**Run 1: pin map**

(4 px per um) Pins as bars across the die edge, other pins in grey.
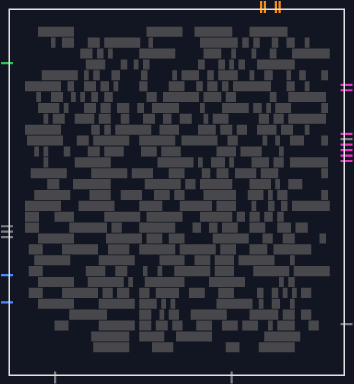
**Run 1: routed metal, one colour a layer**

(4 px per um) Two of the layers only.
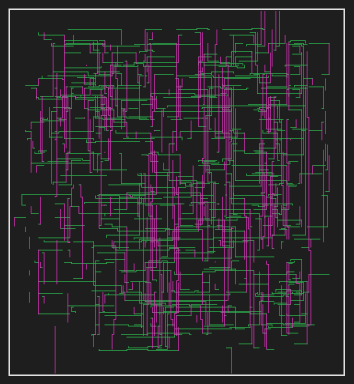
**Run 1: close-up of the layout**

Region (22, 26) to (62, 66) um. Cells in grey, sequential cells in the stronger grey; small squares are vias.
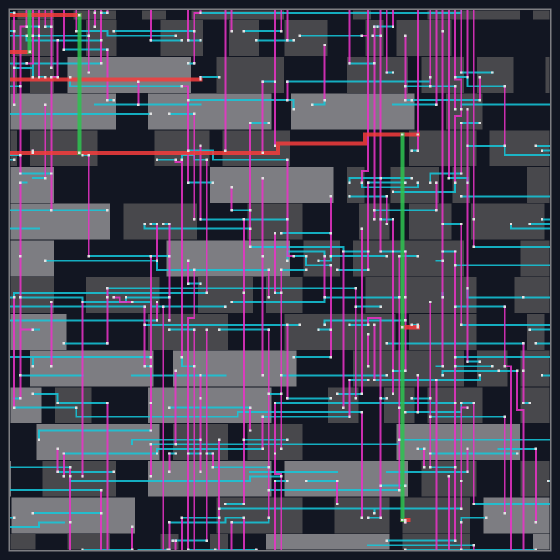
==> src/rtl/seg7_scan_if.sv <==
// seg7_scan_if: bundle between the counter side and the display back-end.
//   din  [3:0]  digit nibble from the counter (asynchronous)
//   dsel [1:0]  slot select, 0 = most significant digit (asynchronous)
//   frz         1 = digit store ignores writes (synchronous level)
//   lzb         1 = leading-zero blanking (synchronous level)
//   seg  [6:0]  segments {g,f,e,d,c,b,a}, active-low
//   an   [3:0]  anode enables, active-low, an[0] = leftmost
interface seg7_scan_if;
  logic [3:0] din;
  logic [1:0] dsel;
  logic       frz;
  logic       lzb;
  logic [6:0] seg;
  logic [3:0] an;

  modport master (output din, dsel, frz, lzb, input seg, an);
  modport slave  (input din, dsel, frz, lzb, output seg, an);
endinterface

==> src/rtl/seg7_scan.sv <==
// seg7_scan: captures the counter's multiplexed nibble/select pair into a
// 4-slot digit store after synchronizing and debouncing it, then scans a
// common-anode 4-digit 7-segment display with a blanking gap between digits
// and optional leading-zero suppression.
//   f4m    system clock, rising edge
//   rst_n  asynchronous active-low reset
//   bus    seg7_scan_if.slave (din/dsel/frz/lzb in, seg/an out)

// One digit slot of the store.
module seg7_slot (
  input  logic       f4m,
  input  logic       rst_n,
  input  logic       wr,
  input  logic [3:0] wdat,
  output logic [3:0] val
);
  always_ff @(posedge f4m or negedge rst_n) begin
    if (!rst_n)  val <= '0;
    else if (wr) val <= wdat;
  end
endmodule

module seg7_scan #(
  parameter int REFRESH_DIV = 4000,
  parameter int BLANK_CYC   = 40,
  parameter int STABLE_CYC  = 4
) (
  input logic        f4m,
  input logic        rst_n,
  seg7_scan_if.slave bus
);
  localparam int NUM_DIGITS = 4;
  localparam int TMAX = (REFRESH_DIV > BLANK_CYC) ? REFRESH_DIV : BLANK_CYC;
  localparam int TW   = $clog2(TMAX + 1);
  localparam int SW   = $clog2(STABLE_CYC + 1);
  localparam logic [TW-1:0] SHOW_LAST  = TW'(REFRESH_DIV - 1);
  localparam logic [TW-1:0] BLANK_LAST = TW'(BLANK_CYC - 1);
  localparam logic [SW-1:0] STAB_MAX   = SW'(STABLE_CYC);

  typedef struct packed {
    logic [1:0] dsel;
    logic [3:0] din;
  } cap_t;

  typedef enum logic {BLANK, SHOW} state_t;

  // ---------------- capture path ----------------
  cap_t          s1, s2, prev;
  logic [SW-1:0] stab;
  logic          wr_en;
  logic [NUM_DIGITS-1:0] wr;

  always_ff @(posedge f4m or negedge rst_n) begin
    if (!rst_n) begin
      s1   <= '0;
      s2   <= '0;
      prev <= '0;
      stab <= '0;
    end else begin
      s1   <= {bus.dsel, bus.din};
      s2   <= s1;
      prev <= s2;
      if (s2 != prev)           stab <= '0;
      else if (stab != STAB_MAX) stab <= stab + 1'b1;
    end
  end

  // stab is one cycle behind s2; the s2==prev term stops a saturated count
  // left over from the previous pattern from committing a freshly changed s2.
  assign wr_en = (stab == STAB_MAX) && (s2 == prev) && !bus.frz;

  always_comb begin
    wr          = '0;
    wr[s2.dsel] = wr_en;
  end

  // ---------------- digit store ----------------
  logic [NUM_DIGITS-1:0][3:0] digit;

  for (genvar g = 0; g < NUM_DIGITS; g++) begin : g_slot
    seg7_slot u_slot (
      .f4m  (f4m),
      .rst_n(rst_n),
      .wr   (wr[g]),
      .wdat (s2.din),
      .val  (digit[g])
    );
  end

  // ---------------- decode ----------------
  function automatic logic [6:0] glyph(input logic [3:0] v);
    case (v)
      4'd0:    glyph = 7'b1000000;
      4'd1:    glyph = 7'b1111001;
      4'd2:    glyph = 7'b0100100;
      4'd3:    glyph = 7'b0110000;
      4'd4:    glyph = 7'b0011001;
      4'd5:    glyph = 7'b0010010;
      4'd6:    glyph = 7'b0000010;
      4'd7:    glyph = 7'b1111000;
      4'd8:    glyph = 7'b0000000;
      4'd9:    glyph = 7'b0010000;
      default: glyph = 7'b0111111;  // non-BCD value: show "-"
    endcase
  endfunction

  logic [1:0]            idx;
  logic [NUM_DIGITS-1:0] lz_run;   // lz_run[k]: digits 0..k are all zero
  logic                  blank_nxt;
  logic [6:0]            seg_nxt;

  always_comb begin
    lz_run[0] = (digit[0] == 4'd0);
    for (int k = 1; k < NUM_DIGITS; k++)
      lz_run[k] = lz_run[k-1] && (digit[k] == 4'd0);
  end

  // The last slot is never suppressed so a zero count still shows "0".
  assign blank_nxt = bus.lzb && (idx != 2'd3) && lz_run[idx];
  assign seg_nxt   = blank_nxt ? 7'h7F : glyph(digit[idx]);

  // ---------------- scan FSM ----------------
  state_t        state;
  logic [TW-1:0] timer;
  logic [3:0]    an_r;
  logic [6:0]    seg_r;

  // seg is latched only on BLANK->SHOW, so store writes and lzb changes
  // made while a slot is lit take effect on that slot's next SHOW.
  always_ff @(posedge f4m or negedge rst_n) begin
    if (!rst_n) begin
      state <= BLANK;
      idx   <= '0;
      timer <= '0;
      an_r  <= 4'hF;
      seg_r <= 7'h7F;
    end else begin
      case (state)
        BLANK: begin
          if (timer == BLANK_LAST) begin
            timer <= '0;
            state <= SHOW;
            an_r  <= ~(4'b0001 << idx);
            seg_r <= seg_nxt;
          end else begin
            timer <= timer + 1'b1;
          end
        end
        SHOW: begin
          if (timer == SHOW_LAST) begin
            timer <= '0;
            state <= BLANK;
            idx   <= idx + 1'b1;
            an_r  <= 4'hF;
            seg_r <= 7'h7F;
          end else begin
            timer <= timer + 1'b1;
          end
        end
      endcase
    end
  end

  assign bus.an  = an_r;
  assign bus.seg = seg_r;
endmodule

==> src/flat_wrapper.sv <==
// flat-port wrapper written by rule: the top's interface ports become plain ports
module seg7_scan_flat 
#(
  parameter int REFRESH_DIV = 4000,
  parameter int BLANK_CYC   = 40,
  parameter int STABLE_CYC  = 4
)
  (f4m, rst_n, bus_din, bus_dsel, bus_frz, bus_lzb, bus_seg, bus_an);
  seg7_scan_if bus_i ();
  input logic f4m;
  input logic rst_n;
  input wire logic [$bits(bus_i.din)-1:0] bus_din;
  input wire logic [$bits(bus_i.dsel)-1:0] bus_dsel;
  input wire logic [$bits(bus_i.frz)-1:0] bus_frz;
  input wire logic [$bits(bus_i.lzb)-1:0] bus_lzb;
  output wire logic [$bits(bus_i.seg)-1:0] bus_seg;
  output wire logic [$bits(bus_i.an)-1:0] bus_an;
  assign bus_i.din = bus_din;
  assign bus_i.dsel = bus_dsel;
  assign bus_i.frz = bus_frz;
  assign bus_i.lzb = bus_lzb;
  assign bus_seg = bus_i.seg;
  assign bus_an = bus_i.an;
  seg7_scan #(.REFRESH_DIV(REFRESH_DIV), .BLANK_CYC(BLANK_CYC), .STABLE_CYC(STABLE_CYC)) u_core (.f4m(f4m), .rst_n(rst_n), .bus(bus_i));
endmodule
==> config.mk <==
export PLATFORM = sky130hd
export DESIGN_NAME = seg7_scan_flat
export DESIGN_NICKNAME = d
export VERILOG_FILES = /design/src/rtl/seg7_scan_if.sv /design/src/rtl/seg7_scan.sv /design/src/flat_wrapper.sv
export SDC_FILE = /design/constraint.sdc
export NUM_CORES = 1
export LEC_CHECK = 0
export CAP_MARGIN = 40
export CELL_PAD_IN_SITES_DETAIL_PLACEMENT = 1
export CELL_PAD_IN_SITES_GLOBAL_PLACEMENT = 1
export CORE_ASPECT_RATIO = 1.1
export CORE_MARGIN = 3
export CORE_UTILIZATION = 43
export DETAILED_ROUTE_END_ITERATION = 12
export GPL_TIMING_DRIVEN = 0
export MAX_ROUTING_LAYER = met4
export PLACE_DENSITY_LB_ADDON = 0.1
export SETUP_SLACK_MARGIN = 0.1
export SLEW_MARGIN = 40
export SYNTH_ARGS = -nofsm -noshare
export SYNTH_HDL_FRONTEND = slang
export SYNTH_SLANG_ARGS = --single-unit
==> constraint.sdc <==
create_clock -name f4m -period 2 [get_ports f4m]
set_input_delay 0.4 -clock f4m [delete_from_list [all_inputs] [get_ports f4m]]
set_output_delay 0.4 -clock f4m [all_outputs]
set_load 0.1 [all_outputs]
==> qor.yml <==
syn_avg_cell_area_um2: 12.4
final_core_util: 0.565
drt-initial-drc-count: 66
lay_top_count: "dfrtp_1"
hold_viol: 0
seq-cell-share: 0.451
power-top-group: "registers"
combPwrFrac: 0.061
status: "complete, no violations"
synth_area_um2: 2830
logic_gates: 149
r2r_slack_ns: 0.11
grt_pass1_wl_um: 10300
placementRows: 30
critPathTopFamily: "multiplexers"
crit_start: "u_core.idx[0]"
drv_slew: 0
path_clk_slew_ns: 0.08
seq_power_share: 0.521
ys_seq_share: 0.561
most_common_cell: "dfrtp_1"
cts_root_buf: "clkbuf_8"
worst-path-stages: 7
warnings: 36
fillerInstances: 649
drive_above_1_share: 0.338
worstPathCellList: "buf_6 -> mux4_2 -> inv_2 -> ha_1 -> and2b_1 -> nor3_1 -> o32a_1"
numCtsBuffers: 9
async_flop_share: 1.00
nets: 298
simple_gate_share: 0.141
met3_length_um: 156
fa_ha_area_frac: 0.0530
common_cells: "dfrtp_1 (52), nor2_1 (26), mux2_1 (17)"
crit_path_max_incr_delay_ns: 0.55
cp.required_ns: 2.26
drv_cap: 0
grt_overflow: 0
clkPwrFrac: 0.419
p_int_uw: 1890
crit_buf_inv: 2
fin_crit_ns: 1.89
buffers_excl_clock: 42
dp_cells: 330
-- 'pin map' (at the start) --
Magenta stands for bus_seg, pins 7, direction output, edge right. Blue stands for bus_dsel, pins 2, direction input, edge left. Orange stands for bus_an, pins 4, direction output, edge top. Green stands for f4m, pins 1, direction input, edge left.
die width: 83.4 um
port bufs: 20

-- 'routed metal, one colour a layer' (at the start) --
Green stands for met1, wire length 2600 um. Magenta stands for met2, wire length 3100 um.
GRT Total Usage: 0.173
vias: 1903
WL final: 5950 um
WL per Instance: 16.5 um

-- 'close-up of the layout' (at the start) --
Red stands for met3. Cyan stands for met1. Green stands for met4. Magenta stands for met2.
69 logic cells have their middle in the window. Most frequent: dfrtp_1 (16), mux2_1 (8), clkbuf_8 (6). Sequential cells in the window: 16. Netlist names of flops here include u_core.g_slot.u_slot.val (11), u_core.timer (2).

Power figures rest on the tool's default switching activity, not on a simulated workload.
